Fig. 1: where the registers sit
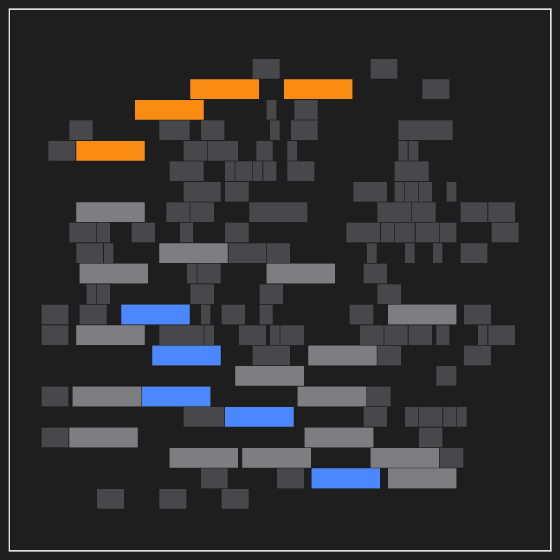
Fig. 2: sizing map
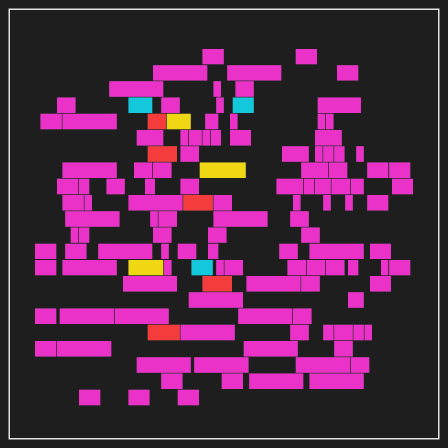
Fig. 3: local utilization
7 x 7 tiles, from black (low) to pale yellow (high), 0 to 100% covered.
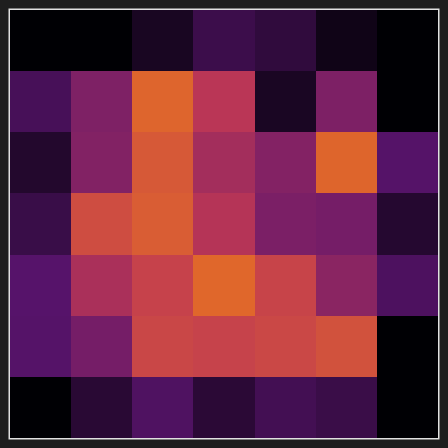
Design gray_fifo_read_ctrl_flat, sky130hd; sources not shown.
==> run notes <==
flow finished, numbers: Vias per Instance around 4.3, Post-CTS Resized 0, Req. time, crit path 5.07 ns, status finished clean, Top logic family XOR/XNOR gates, combinational gate area between 500 and 600 um^2, clk tree area frac approximately 3.2%, Top cell area share 51.3%, Hold Vio Cnt, Final 0, OpenROAD warning count 25, mi-comb count between 60 and 70, RSZ-0062 raised after global routing no, fraction of layout cells with a size suffix above 1 under 10%, GRT overflow 0, number of synthesized flops with an enable pin 0, Flop area 626 um^2, maxcap violations 0, combinational share of cell area 34.8%, Tmin final 4.26 ns, Synth warnings 0, setup bufs post-CTS 0, mux share approximately 1.7%, Synth Flop Type dfrtp_1, Commonest Layout Cell dfrtp_1, WL final 2250 um, Flops 25, Site Rows 22, number of non-clock inverters in the layout 10, crit share post-route around 73%, crit path capture type output port, final hold slack 0.207 ns, CLK BUF 3, WL met2 ~960 um, count leader, synth dfrtp_1, XOR Share, Synth approximately a fifth, CP peak stage delay just under 0.8 ns, Final Cell Area roughly 0.0016 mm^2, gp weighted congestion roughly 0.71, FA/HA/MAJ Cells, Area Fraction under 10%, met1 WL 1190 um, Crit-path slowest cell clkdlybuf4s50_1, Cells after DPL approximately 170, initial antenna violation count 0, Largest cell class flip-flops and latches, hold_buf cts 0, Distinct cells, synth 24, Worst R2R Path Depth 11, Layout Cells excl Fill approximately 180, largest area contributor in the netlist dfrtp_1, r2r setup slk 2.97 ns, Mapped Cells ~100, CTS clk-pin slew, worst paths roughly 0.10 ns, met3 Use GR ~2.1%, yosys stat area roughly 0.0012 mm^2, largest net degree at the start of global routing 17, grt met2 use about 14%, Worst Max-Slew Pin Slew between 0.6 and 0.7 ns
## Picture notes: Fig. 1
Key: u_core.u_wsync.q = blue [flops 5]; u_core.rbin_q = orange [flops 4]
sequential fraction of total cell area: 40.0%

## Picture notes: Fig. 2
Key: x6 and larger = red [cells 5, share 3.8%]; x3 and x4 = yellow [cells 3, share 2.3%]; x1 and smaller = magenta [cells 119, share 92%]; x2 = cyan [cells 3, share 2.3%]
post-route setup slack: 1.54 ns
Signal buffers: 24
Layout area overhead: 28.2%

## Picture notes: Fig. 3
The densest ninth of the die: middle. The mean over all tiles is 29%. The fullest tile reaches 64%. The emptiest ninth of the die: top right.
core box area: 0.00380 mm^2
utilization after layout: 41.1%
fp_density: 32.1%

